### config.mk
export PLATFORM = sky130hd
export DESIGN_NAME = ps2_key_ctrl
export DESIGN_NICKNAME = d
export VERILOG_FILES = /design/src/rtl/ps2_key_ctrl_pkg.sv /design/src/rtl/ps2_ev_fifo.sv /design/src/rtl/ps2_key_ctrl.sv
export SDC_FILE = /design/constraint.sdc
export NUM_CORES = 1
export LEC_CHECK = 0
export CAP_MARGIN = 0
export CORE_AREA = 4 4 101 84
export DETAILED_ROUTE_END_ITERATION = 16
export DIE_AREA = 0 0 105 88
export PLACE_DENSITY = 0.74
export SYNTH_ARGS = -nofsm -noshare
export SYNTH_HDL_FRONTEND = slang
export SYNTH_SLANG_ARGS = --single-unit
### constraint.sdc
create_clock -name clk -period 3.78 [get_ports clk]
set_input_delay 0.756 -clock clk [delete_from_list [all_inputs] [get_ports clk]]
set_output_delay 0.756 -clock clk [all_outputs]
set_load 0.05 [all_outputs]
### src/rtl/ps2_key_ctrl_pkg.sv
// Shared types for the PS/2 key controller: FSM states, scan-code constants, event record.
// Latency: n/a (declarations only).
// Backpressure: n/a.
package ps2_key_ctrl_pkg;

    // Prefix-tracking states of the scan-code decoder
    typedef enum logic [1:0] {
        ST_IDLE    = 2'd0,
        ST_EXT     = 2'd1,
        ST_BRK     = 2'd2,
        ST_EXT_BRK = 2'd3
    } state_t;

    localparam logic [7:0] CODE_EXT    = 8'hE0;
    localparam logic [7:0] CODE_BRK    = 8'hF0;
    localparam logic [7:0] CODE_LSHIFT = 8'h12;
    localparam logic [7:0] CODE_RSHIFT = 8'h59;
    localparam logic [7:0] CODE_CAPS   = 8'h58;

    // One decoded key event as stored in the queue
    typedef struct packed {
        logic [7:0] code;
        logic       ext;
        logic       brk;
        logic       shift;
    } ev_t;

    localparam int EV_W = $bits(ev_t);

endpackage

### src/rtl/ps2_ev_fifo.sv
// Generic first-word-fall-through queue with extra-MSB pointers for full/empty.
// Latency: push visible at dout one cycle after the write edge; pop is combinational head advance.
// Backpressure: push into a full queue is ignored unless a pop happens in the same cycle.
// Ports: clk/rst (async active-low), push/din, pop, dout (head), full, empty.
module ps2_ev_fifo #(
    parameter int DEPTH = 4,
    parameter int WIDTH = 11
) (
    input  logic             clk,
    input  logic             rst,
    input  logic             push,
    input  logic [WIDTH-1:0] din,
    input  logic             pop,
    output logic [WIDTH-1:0] dout,
    output logic             full,
    output logic             empty
);

    localparam int AW = (DEPTH > 1) ? $clog2(DEPTH) : 1;

    logic [WIDTH-1:0] mem [DEPTH];
    logic [AW:0]      wr_ptr;
    logic [AW:0]      rd_ptr;
    logic             do_push;
    logic             do_pop;

    // Same index bits with differing wrap bit means the writer lapped the reader
    assign empty = (wr_ptr == rd_ptr);
    assign full  = (wr_ptr[AW] != rd_ptr[AW]) && (wr_ptr[AW-1:0] == rd_ptr[AW-1:0]);

    assign do_pop  = pop && !empty;
    // A simultaneous pop frees the head slot, so a full queue can still take the push
    assign do_push = push && (!full || do_pop);

    assign dout = mem[rd_ptr[AW-1:0]];

    always_ff @(posedge clk or negedge rst) begin
        if (!rst) begin
            wr_ptr <= '0;
            rd_ptr <= '0;
        end else begin
            if (do_push) wr_ptr <= wr_ptr + 1'b1;
            if (do_pop)  rd_ptr <= rd_ptr + 1'b1;
        end
    end

    always_ff @(posedge clk) begin
        if (do_push) mem[wr_ptr[AW-1:0]] <= din;
    end

endmodule

### src/rtl/ps2_key_ctrl.sv
// PS/2 set-2 scan-code decoder: strips E0/F0 prefixes, tracks shift/caps, suppresses typematic repeats, queues events.
// Latency: event enters the queue the cycle after its final byte; ev_valid rises one cycle later when the queue was empty.
// Backpressure: ev_valid/ev_ready handshake on the head; a full queue drops new events and sets sticky ovf.
// Ports: clk, rst (async active-low), code_valid/code in; ev_valid/ev_ready/ev_code/ev_ext/ev_break/ev_shift event head;
//        shift_st/caps_st live modifiers; ovf/ovf_clr overflow flag; busy = prefix sequence in progress.
module ps2_key_ctrl
    import ps2_key_ctrl_pkg::*;
#(
    parameter int TIMEOUT_CYC = 50000,
    parameter int FIFO_DEPTH  = 4
) (
    input  logic       clk,
    input  logic       rst,
    input  logic       code_valid,
    input  logic [7:0] code,
    output logic       ev_valid,
    input  logic       ev_ready,
    output logic [7:0] ev_code,
    output logic       ev_ext,
    output logic       ev_break,
    output logic       ev_shift,
    output logic       shift_st,
    output logic       caps_st,
    output logic       ovf,
    input  logic       ovf_clr,
    output logic       busy
);

    localparam int            TW       = (TIMEOUT_CYC > 1) ? $clog2(TIMEOUT_CYC) : 1;
    localparam logic [TW-1:0] TMO_LAST = TW'(TIMEOUT_CYC - 1);

    state_t        state;
    state_t        next_state;
    logic [TW-1:0] tmr;
    logic          timeout;

    logic          fin;       // current byte completes a sequence
    logic          fin_ext;
    logic          fin_brk;

    logic [7:0]    held_code;
    logic          held_ext;
    logic          held_vld;
    logic          held_hit;
    logic          keep;      // formed event survives repeat suppression

    logic          lshift;
    logic          rshift;

    ev_t           pend;
    logic          pend_vld;

    logic          push;
    logic          pop;
    logic          fifo_full;
    logic          fifo_empty;
    logic [EV_W-1:0] fifo_dout;
    ev_t           head;

    // ------------------------------------------------------------------
    // Prefix FSM
    // ------------------------------------------------------------------
    always_ff @(posedge clk or negedge rst) begin
        if (!rst) state <= ST_IDLE;
        else      state <= next_state;
    end

    assign timeout = (state != ST_IDLE) && (tmr == TMO_LAST);

    always_comb begin
        next_state = state;
        fin        = 1'b0;
        if (code_valid) begin
            if (code == CODE_EXT) begin
                // A fresh E0 restarts the sequence regardless of what came before
                next_state = ST_EXT;
            end else if (code == CODE_BRK) begin
                case (state)
                    ST_IDLE: next_state = ST_BRK;
                    ST_EXT:  next_state = ST_EXT_BRK;
                    default: next_state = state;
                endcase
            end else begin
                fin        = 1'b1;
                next_state = ST_IDLE;
            end
        end else if (timeout) begin
            next_state = ST_IDLE;
        end
    end

    assign fin_ext = (state == ST_EXT) || (state == ST_EXT_BRK);
    assign fin_brk = (state == ST_BRK) || (state == ST_EXT_BRK);
    assign busy    = (state != ST_IDLE);

    // Inter-byte timer: only runs while a prefix is pending
    always_ff @(posedge clk or negedge rst) begin
        if (!rst) begin
            tmr <= '0;
        end else if (code_valid || (state == ST_IDLE) || timeout) begin
            tmr <= '0;
        end else begin
            tmr <= tmr + 1'b1;
        end
    end

    // ------------------------------------------------------------------
    // Typematic suppression and modifier tracking
    // ------------------------------------------------------------------
    assign held_hit = held_vld && (held_ext == fin_ext) && (held_code == code);
    // Breaks always pass; a make is dropped only when it repeats the held key
    assign keep     = fin && (fin_brk || !held_hit);

    always_ff @(posedge clk or negedge rst) begin
        if (!rst) begin
            held_code <= '0;
            held_ext  <= 1'b0;
            held_vld  <= 1'b0;
        end else if (fin) begin
            if (!fin_brk && !held_hit) begin
                held_code <= code;
                held_ext  <= fin_ext;
                held_vld  <= 1'b1;
            end else if (fin_brk && held_hit) begin
                held_vld  <= 1'b0;
            end
        end
    end

    // Modifiers follow surviving events only, so an auto-repeating caps key
    // toggles once per physical press.
    always_ff @(posedge clk or negedge rst) begin
        if (!rst) begin
            lshift  <= 1'b0;
            rshift  <= 1'b0;
            caps_st <= 1'b0;
        end else if (keep && !fin_ext) begin
            if (code == CODE_LSHIFT) lshift <= !fin_brk;
            if (code == CODE_RSHIFT) rshift <= !fin_brk;
            if ((code == CODE_CAPS) && !fin_brk) caps_st <= !caps_st;
        end
    end

    assign shift_st = lshift || rshift;

    // Event staging: shift flag captures the modifier state before this byte's update
    always_ff @(posedge clk or negedge rst) begin
        if (!rst) begin
            pend_vld <= 1'b0;
            pend     <= '0;
        end else begin
            pend_vld   <= keep;
            pend.code  <= code;
            pend.ext   <= fin_ext;
            pend.brk   <= fin_brk;
            pend.shift <= shift_st ^ caps_st;
        end
    end

    // ------------------------------------------------------------------
    // Event queue
    // ------------------------------------------------------------------
    assign push = pend_vld;
    assign pop  = ev_valid && ev_ready;

    ps2_ev_fifo #(
        .DEPTH (FIFO_DEPTH),
        .WIDTH (EV_W)
    ) u_fifo (
        .clk   (clk),
        .rst   (rst),
        .push  (push),
        .din   (pend),
        .pop   (pop),
        .dout  (fifo_dout),
        .full  (fifo_full),
        .empty (fifo_empty)
    );

    always_ff @(posedge clk or negedge rst) begin
        if (!rst) begin
            ovf <= 1'b0;
        end else if (push && fifo_full && !pop) begin
            ovf <= 1'b1;
        end else if (ovf_clr) begin
            ovf <= 1'b0;
        end
    end

    // Queue storage is not reset, so the head is masked while the queue is empty
    assign head     = fifo_dout;
    assign ev_valid = !fifo_empty;
    assign ev_code  = ev_valid ? head.code  : 8'h00;
    assign ev_ext   = ev_valid && head.ext;
    assign ev_break = ev_valid && head.brk;
    assign ev_shift = ev_valid && head.shift;

endmodule

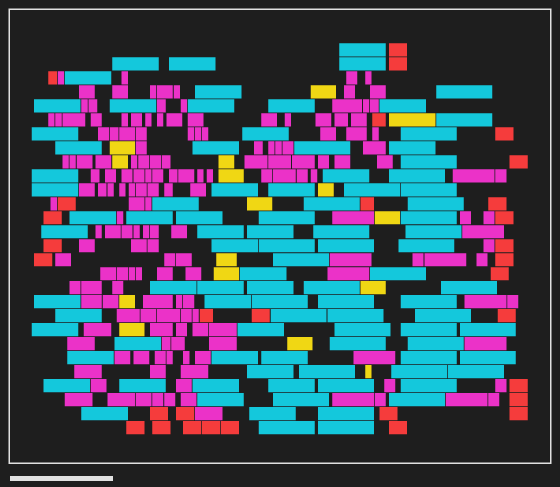
(placement by cell class)
Scale bar: 20 µm.
colour	class	cells	share of their area
magenta	remaining logic cells	171	31%
yellow	clock drivers and dummy loads	16	4.5%
cyan	registers	94	58%
red	remaining buffers and delay cells	31	6.7%
FP Rows: 28
Finished Core Util: 62.3%
sequential cell area share: 56.2%
core area: 7360 µm²
final instance area: 4580 µm²

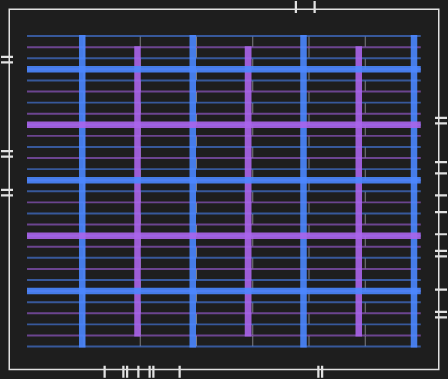
(floorplan with the power grid)
Pins as bars on the die edge. Tap cells in grey.
colour	net
purple	VDD
blue	VSS
met1 rails	29
tap cells	90
met5 straps	5
die width: 105 µm
Max rail drop VDD: 463 µV

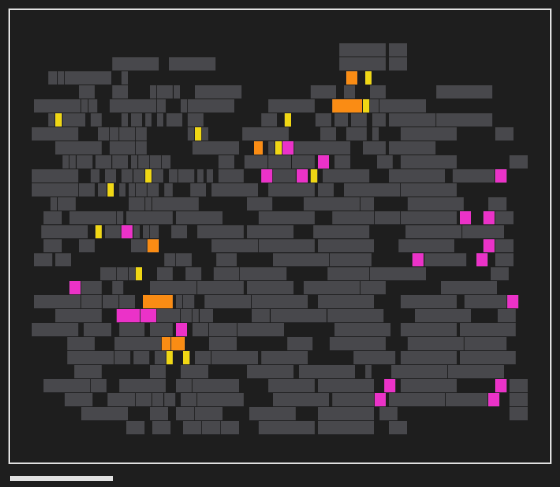
(gate families picked out)
Scale bar: 20 µm.
colour	family	cells
orange	aoi and oai cells	7
yellow	inv cells	13
magenta	and/or cells	20
most common logic cell in the routed design: dfrtp_1
Post-Layout Cell Count: 402
combinational share of cell area: 29.5%

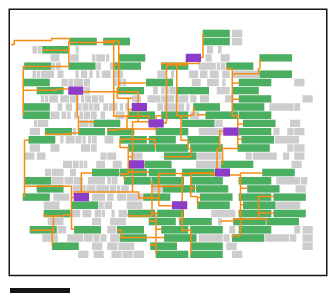
(routed clock nets over the placement)
Scale bar: 20 µm.
[purple] clock-net drivers | count: 9
[green] flip-flops | count: 94
[orange] clock wires | length: 939 µm
flops lie	widely spread

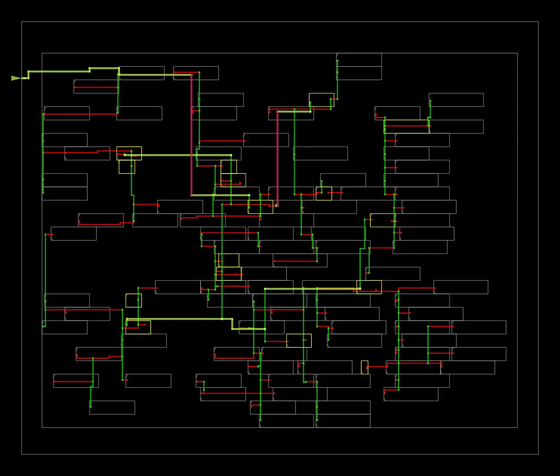
(clock nets)
flop count: 94
Clk. pwr: 0.646 mW
Num CTS Buffers: 9

==> qor.csv <==
metric,value,unit
combinational group share of total power,40.1,%
Hold EP,pend[1]$_DFF_PN0_,
CP cell instances,"xnor2_1, nand3b_1, and2_1, clkdlybuf4s50_1",
Synth-to-Final Area Change,14.1,%
flip-flop count of the largest register after layout,44,
Leak,1.76,nW
DRC viols,0,
average cell area after synthesis,14.7,µm²
Tcrit/Tclk final,90.0,%
final worst setup slack,0.376,ns
M1 GR Usage,23.0,%
clock-cell share of area,4.34,%
Non-clock inverters,13,
P_comb,1.32,mW
dpl cell area,4380,µm²
DRT iter0 DRCs,108,
Worst setup EP type,output port,
status,finished clean,
logic area,1350,µm²
mapped cell area,4020,µm²
pre-CTS setup slack,0.611,ns
H-tree Lvls,3,
sequential group share of total power,40.3,%
Clk pwr share,19.6,%
syn_nets,295,
top cells by count,"dfrtp_1 (50), edfxtp_1 (44), nor2_1 (22), xnor2_1 (19), and2_1 (15)",
comb_multi_in,158,
XORs/XNORs by Area,6.98,%
Sw Ratio,37.8,%
instance count on the critical path,4,
Pre-antenna DRT Iters,4,
GR Util All Layers,16.2,%
worst hold path type,flip-flop to flip-flop,
Top cells excl fill/tap,"dfrtp_1 (50), edfxtp_1 (44), clkdlybuf4s50_1 (27)",
vias per inst,5.45,
GPL Wtd Cong,0.813,
Diodes inserted,0,
RSZ-0062 raised after global routing,no,
Worst Path Max Fanout,14,
Final Slew Violations,0,
Tap Count,90,
hold depth,0,
grt met3 use,5.16,%
CP top delay family,simple AND/OR/NAND/NOR gates,
pin slew with the least headroom to its limit,1.09,ns
# fillers,564,
CP required,3.02,ns
Max-area cell share,32.9,%
total power draw,3.30,mW
No activity file was given, so power comes from the tool's default toggle rates.
